Figure 1. M1 wires (run 1).
Scale: 3 px per um. Supply wires on this layer in gray.
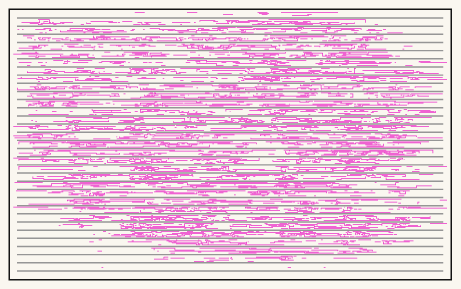
Figure 2. Selected gate families (run 1).
Scale: 4 px per um.
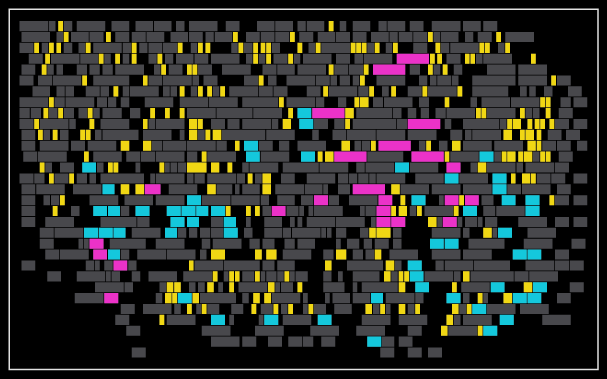
Figure 3. Routed metal, one color a layer (run 1).
Scale: 3 px per um. Two of the layers only.
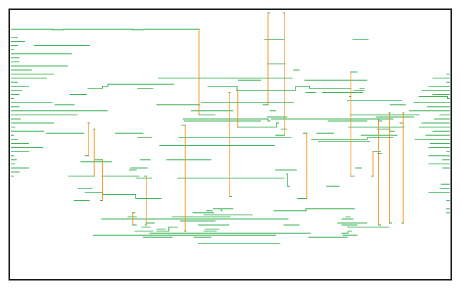
Figure 4. Congestion heat map (run 1).
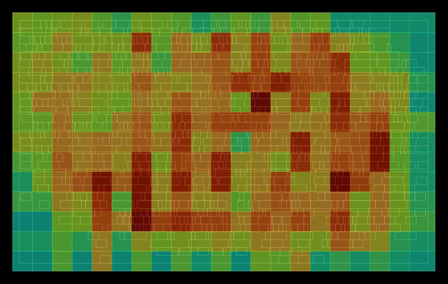
**config.mk**
```make
export PLATFORM = sky130hd
export DESIGN_NAME = dmem_byte_seq_ctrl
export DESIGN_NICKNAME = d
export VERILOG_FILES = /design/src/rtl/dmem_ctrl_pkg.sv /design/src/rtl/dmem_beat_timer.sv /design/src/rtl/dmem_byte_seq_ctrl.sv
export SDC_FILE = /design/constraint.sdc
export NUM_CORES = 1
export LEC_CHECK = 0
export CORE_ASPECT_RATIO = 0.6
export CORE_MARGIN = 2
export CORE_UTILIZATION = 50
export DETAILED_ROUTE_END_ITERATION = 6
export GPL_ROUTABILITY_DRIVEN = 1
export HOLD_SLACK_MARGIN = 0.08
export PLACE_DENSITY = 0.82
export SYNTH_ARGS = -nofsm -noshare
export SYNTH_HDL_FRONTEND = slang
export SYNTH_HIERARCHICAL = 1
export SYNTH_SLANG_ARGS = --single-unit
export TNS_END_PERCENT = 5
```
**constraint.sdc**
```tcl
create_clock -name clk_i -period 2.95 [get_ports clk_i]
set_clock_uncertainty 0.1 [all_clocks]
set_input_delay 0.4425 -clock clk_i [delete_from_list [all_inputs] [get_ports clk_i]]
set_output_delay 0.4425 -clock clk_i [all_outputs]
set_load 0.05 [all_outputs]
```
**src/rtl/dmem_ctrl_pkg.sv**
```systemverilog
// Shared types and constants for the byte-sequenced data-memory controller.
package dmem_ctrl_pkg;

    typedef enum logic [1:0] {
        IDLE = 2'd0,
        BEAT = 2'd1,
        DONE = 2'd2
    } state_e;

    localparam int BYTES_PER_WORD = 4;
    localparam int BEAT_W         = 2;
    localparam int WAIT_W         = 3;

    localparam logic [BEAT_W-1:0] LAST_BEAT = BEAT_W'(BYTES_PER_WORD - 1);

    // Little-endian byte lane of a word: lane 0 is bits [7:0].
    function automatic logic [7:0] lane_of(input logic [31:0]       word,
                                           input logic [BEAT_W-1:0] lane);
        return word[{lane, 3'b000} +: 8];
    endfunction

endpackage

```
**src/rtl/dmem_beat_timer.sv**
```systemverilog
// Beat/wait counters: each byte beat lasts 1+BEAT_WAIT cycles, four beats per word.
module dmem_beat_timer
    import dmem_ctrl_pkg::*;
#(
    parameter int BEAT_WAIT = 0
) (
    input  logic              clk_i,
    input  logic              rst_i,
    input  logic              run_i,
    output logic [BEAT_W-1:0] beat_o,
    output logic              beat_last_o,
    output logic              word_last_o
);

    localparam logic [WAIT_W-1:0] WAIT_LAST = WAIT_W'(BEAT_WAIT);

    logic [WAIT_W-1:0] wait_q, wait_d;
    logic [BEAT_W-1:0] beat_q, beat_d;

    assign beat_o      = beat_q;
    assign beat_last_o = run_i && (wait_q == WAIT_LAST);
    assign word_last_o = beat_last_o && (beat_q == LAST_BEAT);

    // Advance wait then beat while running; park both at zero otherwise.
    always_comb begin
        // NOTE: defaults assigned first so every path drives every output and no latch is inferred.
        wait_d = '0;
        beat_d = '0;
        if (run_i) begin
            if (beat_last_o) begin
                wait_d = '0;
                beat_d = beat_q + 1'b1;  // beat 3 wraps to 0 exactly when the FSM leaves BEAT
            end else begin
                wait_d = wait_q + 1'b1;
                beat_d = beat_q;
            end
        end
    end

    // Counter registers, synchronous active-low reset.
    always_ff @(posedge clk_i) begin
        // NOTE: sequential state uses non-blocking assignments so all flops update together at the edge.
        if (!rst_i) begin
            wait_q <= '0;
            beat_q <= '0;
        end else begin
            wait_q <= wait_d;
            beat_q <= beat_d;
        end
    end

endmodule

```
**src/rtl/dmem_byte_seq_ctrl.sv**
```systemverilog
// Splits 32-bit MEM-stage loads/stores into four little-endian byte beats,
// stalling the pipeline until the word is complete.
module dmem_byte_seq_ctrl
    import dmem_ctrl_pkg::*;
#(
    parameter int BEAT_WAIT = 0,
    parameter int AW        = 32
) (
    input  logic          clk_i,
    input  logic          rst_i,
    input  logic          memread_i,
    input  logic          memwrite_i,
    input  logic [AW-1:0] addr_i,
    input  logic [31:0]   wdata_i,
    output logic [31:0]   rdata_o,
    output logic          stall_o,
    output logic          done_o,
    output logic [AW-1:0] mem_addr_o,
    output logic [7:0]    mem_wdata_o,
    output logic          mem_read_o,
    output logic          mem_write_o,
    input  logic [7:0]    mem_rdata_i
);

    state_e        state_q, state_d;
    logic          is_write_q, is_write_d;  // store (also set when read+write both requested)
    logic          raw_q, raw_d;            // read+write: load result is the store data
    logic [AW-1:0] base_q, base_d;          // word-aligned base address
    logic [31:0]   wdata_q, wdata_d;
    logic [31:0]   rbuf_q, rbuf_d;          // bytes gathered during a load
    logic [31:0]   rdata_q, rdata_d;

    logic [BEAT_W-1:0] beat;
    logic              beat_last;
    logic              word_last;
    logic              in_beat;
    logic              req;

    assign req     = memread_i | memwrite_i;
    assign in_beat = (state_q == BEAT);

    dmem_beat_timer #(
        .BEAT_WAIT (BEAT_WAIT)
    ) u_timer (
        .clk_i       (clk_i),
        .rst_i       (rst_i),
        .run_i       (in_beat),
        .beat_o      (beat),
        .beat_last_o (beat_last),
        .word_last_o (word_last)
    );

    // Next-state logic: latch the request in IDLE, gather bytes in BEAT, publish at DONE.
    always_comb begin
        state_d    = state_q;
        is_write_d = is_write_q;
        raw_d      = raw_q;
        base_d     = base_q;
        wdata_d    = wdata_q;
        rbuf_d     = rbuf_q;
        rdata_d    = rdata_q;
        unique case (state_q)
            IDLE: begin
                if (req) begin
                    is_write_d = memwrite_i;
                    raw_d      = memread_i & memwrite_i;
                    base_d     = addr_i & ~AW'(3);
                    wdata_d    = wdata_i;
                    state_d    = BEAT;
                end
            end
            BEAT: begin
                if (beat_last && !is_write_q) begin
                    rbuf_d[{beat, 3'b000} +: 8] = mem_rdata_i;
                end
                if (word_last) begin
                    state_d = DONE;
                    // Load the result on entry to DONE so it is visible while done_o is high.
                    if (raw_q) begin
                        rdata_d = wdata_q;
                    end else if (!is_write_q) begin
                        rdata_d = rbuf_d;
                    end
                end
            end
            DONE: begin
                state_d = IDLE;
            end
            default: begin
                state_d = IDLE;
            end
        endcase
    end

    // Controller registers, synchronous active-low reset; reset abandons any access.
    always_ff @(posedge clk_i) begin
        if (!rst_i) begin
            state_q    <= IDLE;
            is_write_q <= 1'b0;
            raw_q      <= 1'b0;
            base_q     <= '0;
            wdata_q    <= '0;
            rbuf_q     <= '0;
            rdata_q    <= '0;
        end else begin
            state_q    <= state_d;
            is_write_q <= is_write_d;
            raw_q      <= raw_d;
            base_q     <= base_d;
            wdata_q    <= wdata_d;
            rbuf_q     <= rbuf_d;
            rdata_q    <= rdata_d;
        end
    end

    // Memory-side outputs decode from registered state; all zero outside BEAT.
    assign mem_addr_o  = in_beat ? (base_q | AW'(beat)) : '0;
    assign mem_wdata_o = (in_beat && is_write_q) ? lane_of(wdata_q, beat) : 8'h00;
    assign mem_read_o  = beat_last && !is_write_q;
    assign mem_write_o = beat_last && is_write_q;

    assign stall_o = in_beat || ((state_q == IDLE) && req);
    assign done_o  = (state_q == DONE);
    assign rdata_o = rdata_q;

endmodule

```
==> out/qor.yml, run 1 <==
timing:
  slew_headroom: 0.515
  tightest_slew_ps: 726
  finalSetupViolCount: 0
  final.setup.worst_slack_ps: 217
  final.min_clock_period_ps: 2730
run:
  drv_cap: 0
yosys:
  synthXorXnorAreaFrac: 0.00143
  syn_nets: 791
  ys_sh_mux: 0.0542
  yosysMostFrequentCell: "nand2_1"
  aoi_share: 0.175
  synth_cell_types: 45
  area_leaders: "dfxtp_1 (44%), nand2_1 (9.7%), a21oi_1 (6.5%)"
worst_setup_path:
  cp_max_fo: 34
  r2r_cells: 8
  critical_path_class: "reg -> out"
  worstPathRequired_ps: 2410
  reg2reg_to: "rdata_o[0]$_SDFFE_PN0P_"
power:
  p_sw_mw: 1.27
  leakagePower_nw: 3.69
  power_density_nw_per_um2: 590
layout:
  syn2layout_area_growth_pct: 37.3
  fill_cells: 866
  instances_no_fill: 1013
  nonClockInverterCount: 15
  largestClassByArea: "logic gates"
  signal_buffer_area_fraction: 0.200
  nets: 919
floorplanning:
  chipArea_um2: 13200
  row_count: 31
drt:
  vias_per_cell: 5.79
worst_hold_path:
  hold_class: "reg -> reg"
grt:
  grt_pass1_vias: 5621
  grt_max_degree: 90
status:
  status: "finished clean"
placement:
  place_area_um2: 7690
clock_network:
  h-tree-depth: 4
Notes on Figure 1 above:
longest straight run = 39.1 um
wire length on this layer = 8500 um
final wirelength: 19200 um
met1 usage: 0.402
Vias: 5869

Notes on Figure 2 above:
nand cells -> yellow  # cells 215, where widely spread
non-inverting ao/oa cells -> cyan  # cells 56
mux cells -> magenta  # cells 23

Notes on Figure 3 above:
M4 -> orange  # wire length 416 um
M3 -> green  # wire length 1740 um

Notes on Figure 4 above:
post-layout util: 0.701
M3 GR Usage: 0.0777
routed len/inst: 18.9 um
GR peak layer: met2
met2 Track Usage GR: 0.435

-- run 1: per-layer routing --
metal,up-vias,track usage,share of wire
li1,2730,-,-
met1,2801,0.402,0.44
met2,302,0.435,0.44
met3,36,0.0777,0.091
met4,0,0.0987,0.022
met5,-,0,0
-- run 1: registers in the layout, summed over array words and instances, names as in the netlist --
signal          cells
is_write_q          1
u_timer/beat_o      2
raw_q               1
u_timer/wait_q      3
state_q             2
base_q             30
wdata_q            32
rdata_o            32
rbuf_q             32
-- run 1: repair_timing --
action,4_1_cts,5_1_grt
pin swaps,0,0
gates resized,1,20
setup endpoints to repair,1,20
endpoints found under the hold margin,0,0
-- run 1: worst max-delay path, cell delays in order, from the launching register on --
cell and delay (ps):
dfxtp_1 470, nand2b_4 130, inv_2 190, buf_12 220, and2_1 170, dlygate4sd2_1 580
==> run 2: changes to the inputs <==
--- a/config.mk
+++ b/config.mk
@@ -7,11 +7,13 @@
 export LEC_CHECK = 0
 export CORE_ASPECT_RATIO = 0.6
 export CORE_MARGIN = 2
-export CORE_UTILIZATION = 50
+export CORE_UTILIZATION = 55
+export CTS_CLUSTER_DIAMETER = 100
 export DETAILED_ROUTE_END_ITERATION = 6
+export DONT_BUFFER_PORTS = 1
 export GPL_ROUTABILITY_DRIVEN = 1
 export HOLD_SLACK_MARGIN = 0.08
-export PLACE_DENSITY = 0.82
+export PLACE_DENSITY = 0.71
 export SYNTH_ARGS = -nofsm -noshare
 export SYNTH_HDL_FRONTEND = slang
 export SYNTH_HIERARCHICAL = 1
Figure 5. M1 wires (run 2).
Scale: 4 px per um. Supply wires on this layer in gray.
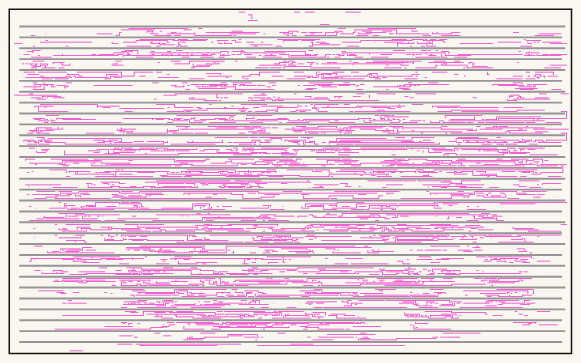
wire length on this layer = 8100 um
nets with wire on the layer = 770
main direction = horizontal
share of all routed wire = 43%
longest straight run = 36.8 um

Figure 6. A small window of the routed layout (run 2).
Region (55, 45) to (85, 75) um. Cells in gray, sequential cells in the stronger gray; small squares are vias.
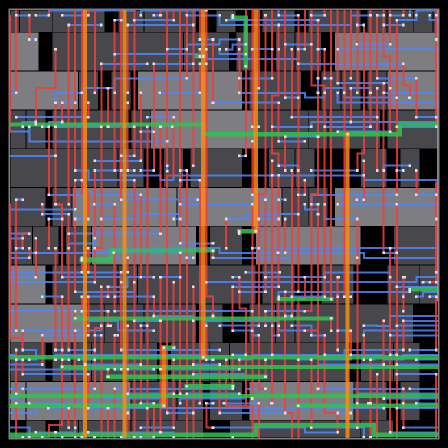
M4 -> orange
M1 -> blue
M2 -> red
M3 -> green
most frequent = nand2_1 (27), a21oi_1 (14), dfxtp_1 (12)
netlist names of flops here include = wdata_q (6), base_q (4)
cells with their middle in the window = 88
sequential cells in the window = 12

Figure 7. Selected gate families (run 2).
Scale: 4 px per um.
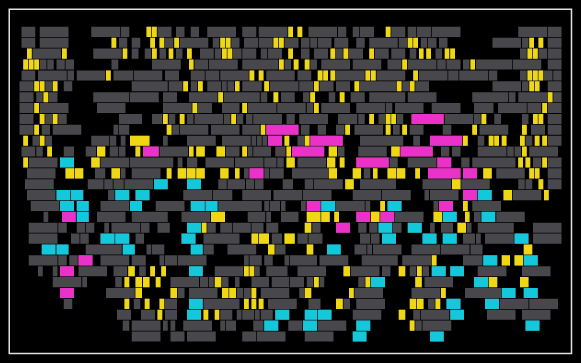
mux cells -> magenta  # cells 23
nand cells -> yellow  # cells 215, where widely spread
non-inverting ao/oa cells -> cyan  # cells 56

==> run 2 against run 1 <==
Effect of this change:
- die area shrank 8.8%
- core utilization is 0.18 points lower
- sequential share of layout area up 3.9 points
- sequential power hardly changed
- critical path depth grew 1
- clock power shrank 2%
- first-iteration DRC count decreased by 10%
- synthesized cell count did not move
- global-route usage grew 2.5 points
- cell area shrank 11%
==> out/qor.yml, run 2 <==
status:
  status: "finished clean"
layout:
  nonClockInverterCount: 15
  fill_cells: 795
  combGateArea_um2: 3100
  final_util: 0.699
  syn2layout_area_growth_pct: 22.3
  regArea_um2: 2700
  largestClassByArea: "logic gates"
  instances_no_fill: 903
  nets: 835
  signal_buffer_area_fraction: 0.106
  clockNetworkAreaShare: 0.0873
grt:
  grt_remaining_overflow: 0
  grtUsageMet1: 0.424
  grt_max_degree: 65
  grt_use_met3: 0.128
  grt_util_met2: 0.453
  grt_pass1_vias: 5223
  grt_busiest_layer: "met2"
timing:
  finalSetupViolCount: 0
  final.min_clock_period_ps: 2800
  final.setup.worst_slack_ps: 149
  slew_headroom: 0.252
  fin_setup_tns_ps: 0
  hold_ws_ps: 89.8
  tightest_slew_ps: 1120
worst_setup_path:
  critPathMaxStageDelay_ps: 390
  r2r_cells: 8
  cp.depth: 6
  path_cells: "inv_1 > ha_1 > nor2b_2 > and2_1 > nor2b_2 > buf_4"
  worstPathRequired_ps: 2410
  path_delay_family: "simple AND/OR/NAND/NOR gates"
  worst-path-buf-inv: 2
  reg2reg_to: "rdata_o[1]$_SDFFE_PN0P_"
  critPathSlowestCell: "nor2b_2"
  cp_common_cell: "nor2b_2"
  critical_path_class: "reg -> out"
  cp_max_fo: 7
floorplanning:
  chipWidth_um: 140
  taps: 139
  chipArea_um2: 12000
  row_count: 29
worst_hold_path:
  hold_class: "in -> reg"
yosys:
  avgSynthCellArea_um2: 8.66
  postSynthSeqShare: 0.442
  yosys-stat-area_um2: 6120
  yosysMostFrequentCell: "nand2_1"
  yosys_warnings: 6
  ys_cells: 707
  synth_area_um2: 6120
  synth_cell_types: 45
  ys_sh_mux: 0.0542
  synthXorXnorAreaFrac: 0.00143
  syn_nets: 791
  area_leaders: "dfxtp_1 (44%), nand2_1 (9.7%), a21oi_1 (6.5%)"
  aoi_share: 0.175
  top_logic_kind: "simple AND/OR/NAND/NOR gates"
drt:
  wl_um: 19000
  drtPass1Iterations: 5
  wire_per_inst_um: 21.1
  vias_per_cell: 6.17
  vias: 5571
power:
  leakagePower_nw: 3.00
  p_sw_mw: 1.19
  p_sw_frac: 0.246
  power_density_nw_per_um2: 645
placement:
  io_buffers: 0
  place_area_um2: 6160
clock_network:
  h-tree-depth: 4
  tritoncts: "yes"
run:
  drv_cap: 0
[run 2: netlist changes by cell type in the layout (fill, tap and decap cells not counted), moves of 2 or more]
cell / previous run / this run
dlygate4sd3_1: 0 / 67
clkbuf_1: 0 / 2
clkdlybuf4s50_1: 107 / 0
buf_12: 5 / 1
inv_6: 4 / 0
dlymetal6s2s_1: 20 / 0
clkbuf_8: 1 / 6
buf_4: 33 / 14
[run 2: timing repair]
item                       in CTS  in global routing
hold endpoints to repair       78                  1
setup endpoints to repair       0                  1
hold buffers                   66                  1
setup buffers                   0                  0
resized                         0                  1
[run 2: metal layers]
metal  vias to the layer above  share of wire
li1                       2558              -
met2                       281           0.43
met4                         0          0.025
met1                      2686           0.43
met5                         -              0
met3                        46           0.12
Power figures rest on the tool's default switching activity, not on a simulated workload.
